Figure 1. Supply network.
The bar under the picture is 20 um long. Pins as bars on the die edge.
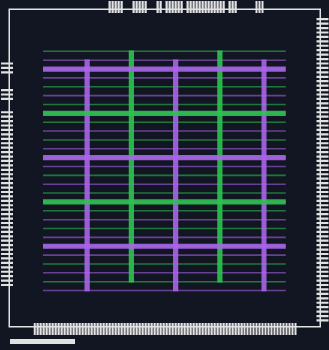
Figure 2. Placement by cell class.
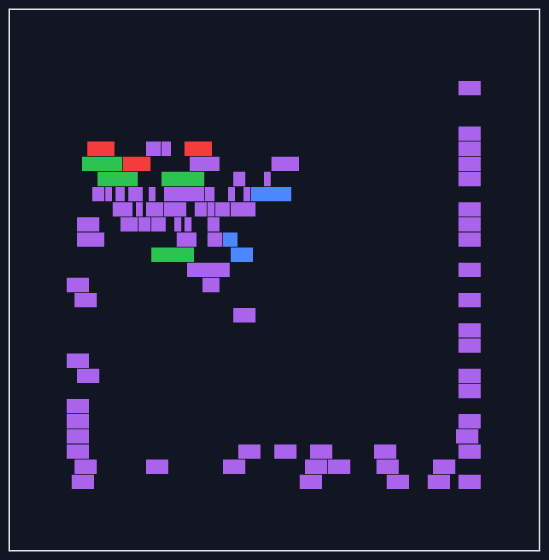
Figure 3. Clock wires, drivers and flops.
The bar under the picture is 20 um long.
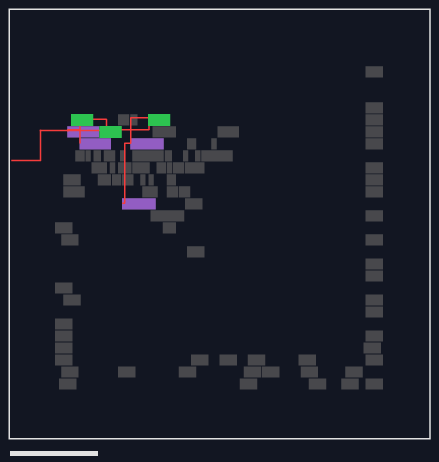
Figure 4. Wiring by layer.
The bar under the picture is 20 um long.
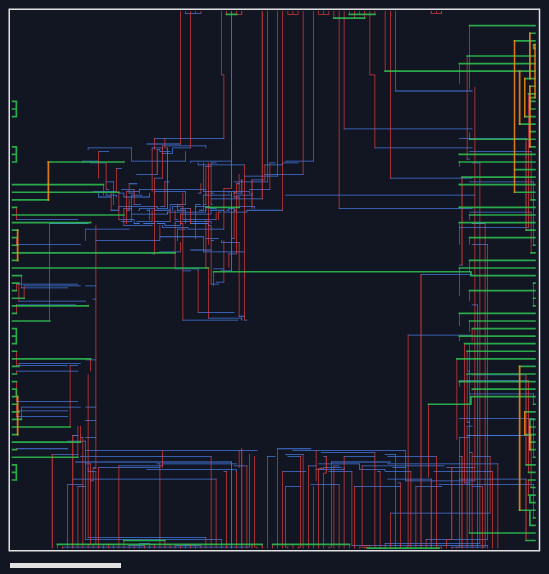
$ cat src/rtl/mem_port_arbiter.sv
// Two-requester round-robin arbiter that shares one memory read/write port
// between the data side (req_*) and the instruction-fetch side (fetch_*).
module mem_port_arbiter #(
   parameter int  mem_depth  = 32,
   parameter int  data_width = 32,
   localparam int AW = $clog2(mem_depth)
) (
   input  logic                  clk,
   input  logic                  rst,

   input  logic [AW-1:0]         req_raddr,
   input  logic                  req_ren,
   output logic                  req_rready,
   output logic [data_width-1:0] req_rdata,
   output logic                  req_rdata_valid,
   input  logic [AW-1:0]         req_waddr,
   input  logic                  req_wen,
   output logic                  req_wready,
   input  logic [data_width-1:0] req_wdata,

   input  logic [AW-1:0]         fetch_raddr,
   input  logic                  fetch_ren,
   output logic                  fetch_rready,
   output logic [data_width-1:0] fetch_rdata,
   output logic                  fetch_rdata_valid,
   input  logic [AW-1:0]         fetch_waddr,
   input  logic                  fetch_wen,
   output logic                  fetch_wready,
   input  logic [data_width-1:0] fetch_wdata,

   output logic [AW-1:0]         mem_raddr,
   output logic                  mem_ren,
   input  logic                  mem_rready,
   input  logic [data_width-1:0] mem_rdata,
   input  logic                  mem_rdata_valid,
   output logic [AW-1:0]         mem_waddr,
   output logic                  mem_wen,
   input  logic                  mem_wready,
   output logic [data_width-1:0] mem_wdata,

   output logic                  err_spurious
);

   localparam logic [0:0] IDLE    = 1'b0;
   localparam logic [0:0] RD_WAIT = 1'b1;

   logic [0:0] state;
   logic       rd_owner;     // 0 = req, 1 = fetch
   logic       last_owner;   // 0 = req, 1 = fetch
   logic       err_q;

   logic req_any, fetch_any;
   logic grant_valid, grant_fetch;
   logic sel_wen, sel_ren;
   logic rd_xfer, wr_xfer;
   logic resp;

   // NOTE: every signal written here gets a default first, so no path can infer a latch.
   always_comb begin
      req_any     = req_ren | req_wen;
      fetch_any   = fetch_ren | fetch_wen;
      grant_valid = 1'b0;
      grant_fetch = 1'b0;
      if (state == IDLE && !rst) begin
         grant_valid = req_any | fetch_any;
         // On contention the side that did not complete the last transfer wins.
         grant_fetch = (req_any && fetch_any) ? ~last_owner : fetch_any;
      end

      sel_wen = grant_fetch ? fetch_wen : req_wen;
      sel_ren = grant_fetch ? fetch_ren : req_ren;

      // A pending write beats a pending read within the granted requester.
      mem_wen   = grant_valid & sel_wen;
      mem_ren   = grant_valid & ~sel_wen & sel_ren;
      mem_waddr = grant_fetch ? fetch_waddr : req_waddr;
      mem_wdata = grant_fetch ? fetch_wdata : req_wdata;
      mem_raddr = grant_fetch ? fetch_raddr : req_raddr;

      req_wready   = mem_wen & ~grant_fetch & mem_wready;
      fetch_wready = mem_wen &  grant_fetch & mem_wready;
      req_rready   = mem_ren & ~grant_fetch & mem_rready;
      fetch_rready = mem_ren &  grant_fetch & mem_rready;

      rd_xfer = mem_ren & mem_rready;
      wr_xfer = mem_wen & mem_wready;

      resp              = (state == RD_WAIT) & mem_rdata_valid & ~rst;
      req_rdata_valid   = resp & ~rd_owner;
      fetch_rdata_valid = resp &  rd_owner;
      req_rdata         = mem_rdata;
      fetch_rdata       = mem_rdata;

      err_spurious = err_q & ~rst;
   end

   // NOTE: sequential state uses non-blocking assignments only, so all flops see pre-edge values.
   always_ff @(posedge clk) begin
      if (rst) begin
         state      <= IDLE;
         rd_owner   <= 1'b0;
         last_owner <= 1'b1;
         err_q      <= 1'b0;
      end else begin
         case (state)
            IDLE: begin
               if (mem_rdata_valid) err_q <= 1'b1;
               // A stalled grant leaves the rotation where it was.
               if (rd_xfer || wr_xfer) last_owner <= grant_fetch;
               if (rd_xfer) begin
                  state    <= RD_WAIT;
                  rd_owner <= grant_fetch;
               end
            end
            RD_WAIT: begin
               if (mem_rdata_valid) state <= IDLE;
            end
            default: state <= IDLE;
         endcase
      end
   end

endmodule

$ cat config.mk
export PLATFORM = sky130hd
export DESIGN_NAME = mem_port_arbiter
export DESIGN_NICKNAME = d
export VERILOG_FILES = /design/src/rtl/mem_port_arbiter.sv
export SDC_FILE = /design/constraint.sdc
export NUM_CORES = 1
export LEC_CHECK = 0
export CORE_AREA = 10 10 85 87
export DETAILED_ROUTE_END_ITERATION = 16
export DIE_AREA = 0 0 95 97
export DONT_BUFFER_PORTS = 1
export PLACE_DENSITY = 0.48
export SETUP_SLACK_MARGIN = 0.02
export SLEW_MARGIN = 0
export SYNTH_ARGS = -nofsm -noshare
export SYNTH_HDL_FRONTEND = slang
export SYNTH_SLANG_ARGS = --single-unit
$ cat constraint.sdc
create_clock -name clk -period 1.9 [get_ports clk]
set_input_delay 0.38 -clock clk [delete_from_list [all_inputs] [get_ports clk]]
set_output_delay 0.38 -clock clk [all_outputs]
set_load 0.005 [all_outputs]
==> results.py <==
# Flow results
metrics = {
    "status": {
        "status": "finished clean",
    },
    "detailed_routing": {
        "routed.top_layer": "met4",
        "drc": 0,
    },
    "cells_and_area": {
        "antenna_cells": 0,
        "num-nonclk-buffers": 3,
        "final_util_pct": 18.4,
        "lay_top_count": "mux2_1",
        "lay_top_cells": "mux2_1, nor2_1, nand2_1, clkbuf_8",
        "final-comb-area_um2": 748,
        "num-nets-final": 214,
    },
    "power": {
        "seq-power_w": 0.000102,
        "pg_clk_w": 0.000175,
        "pg_comb_w": 0.000241,
        "power_leakage_nw": 0.352,
    },
    "global_route": {
        "track_usage_pct": 9.71,
        "grt_start_max_net_pins": 29,
        "grt_pass1_wl_um": 6870,
    },
    "hold_path": {
        "hold_path_end": "state",
    },
    "logic_synthesis": {
        "syn_inst": 150,
        "ys.flops": 4,
        "top_cell_area_share_pct": 36.3,
        "ys_cells": 150,
        "logic_family": "buffers and inverters",
    },
    "setup_path": {
        "cp_num_buf_inv": 0,
        "r2r_slack_ps": 480,
        "path_delay_family": "AND-OR/OR-AND gates",
        "r2r_cells": 5,
        "worst_ep_required_time_ps": 1520,
        "critical_path_class": "flip-flop to primary output",
        "cp_max_fo": 5,
    },
    "timing": {
        "min_period_over_period_pct": 95.7,
        "skew_ps": 4.91,
    },
    "floorplan": {
        "fp_util_pct": 24.2,
    },
    "clock_network": {
        "clk_path_buf_depth": 2,
        "clock-sinks": 4,
        "cts_hold_buf": 0,
        "cts_buffers": 3,
    },
    "placed_design": {
        "portBuffers": 0,
    },
}
Back to the opening pictures, Figure 1:
| color | net |
|---|---|
| green | VDD |
| purple | VSS |
signal pins: 240
met4 straps: 5
met5 straps: 5
rows: 27
met1 rails: 28
Max IR drop VDD: 420 uV
Chip Width: 95 um
chip height: 97 um

Back to the opening pictures, Figure 2:
| color | class | cells | share of their area |
|---|---|---|---|
| blue | other buffers and delay cells | 3 | 4.2% |
| red | cells driving clock nets | 3 | 4.5% |
| purple | all other logic | 77 | 82% |
| green | flops | 4 | 9.0% |
cell row count: 27
core area: 0.00547 mm^2
design area: 0.00101 mm^2

Back to the opening pictures, Figure 3:
[red] clock wires | length: 88.0 um
[green] cells driving clock nets | count: 3
[purple] flip-flops | count: 4
routed clock nets: 4

Back to the opening pictures, Figure 4:
| color | layer | wire length |
|---|---|---|
| orange | met4 | 125 um |
| green | met3 | 848 um |
| red | met2 | 2510 um |
| blue | met1 | 1450 um |

Power is estimated from default activity; no workload was simulated.
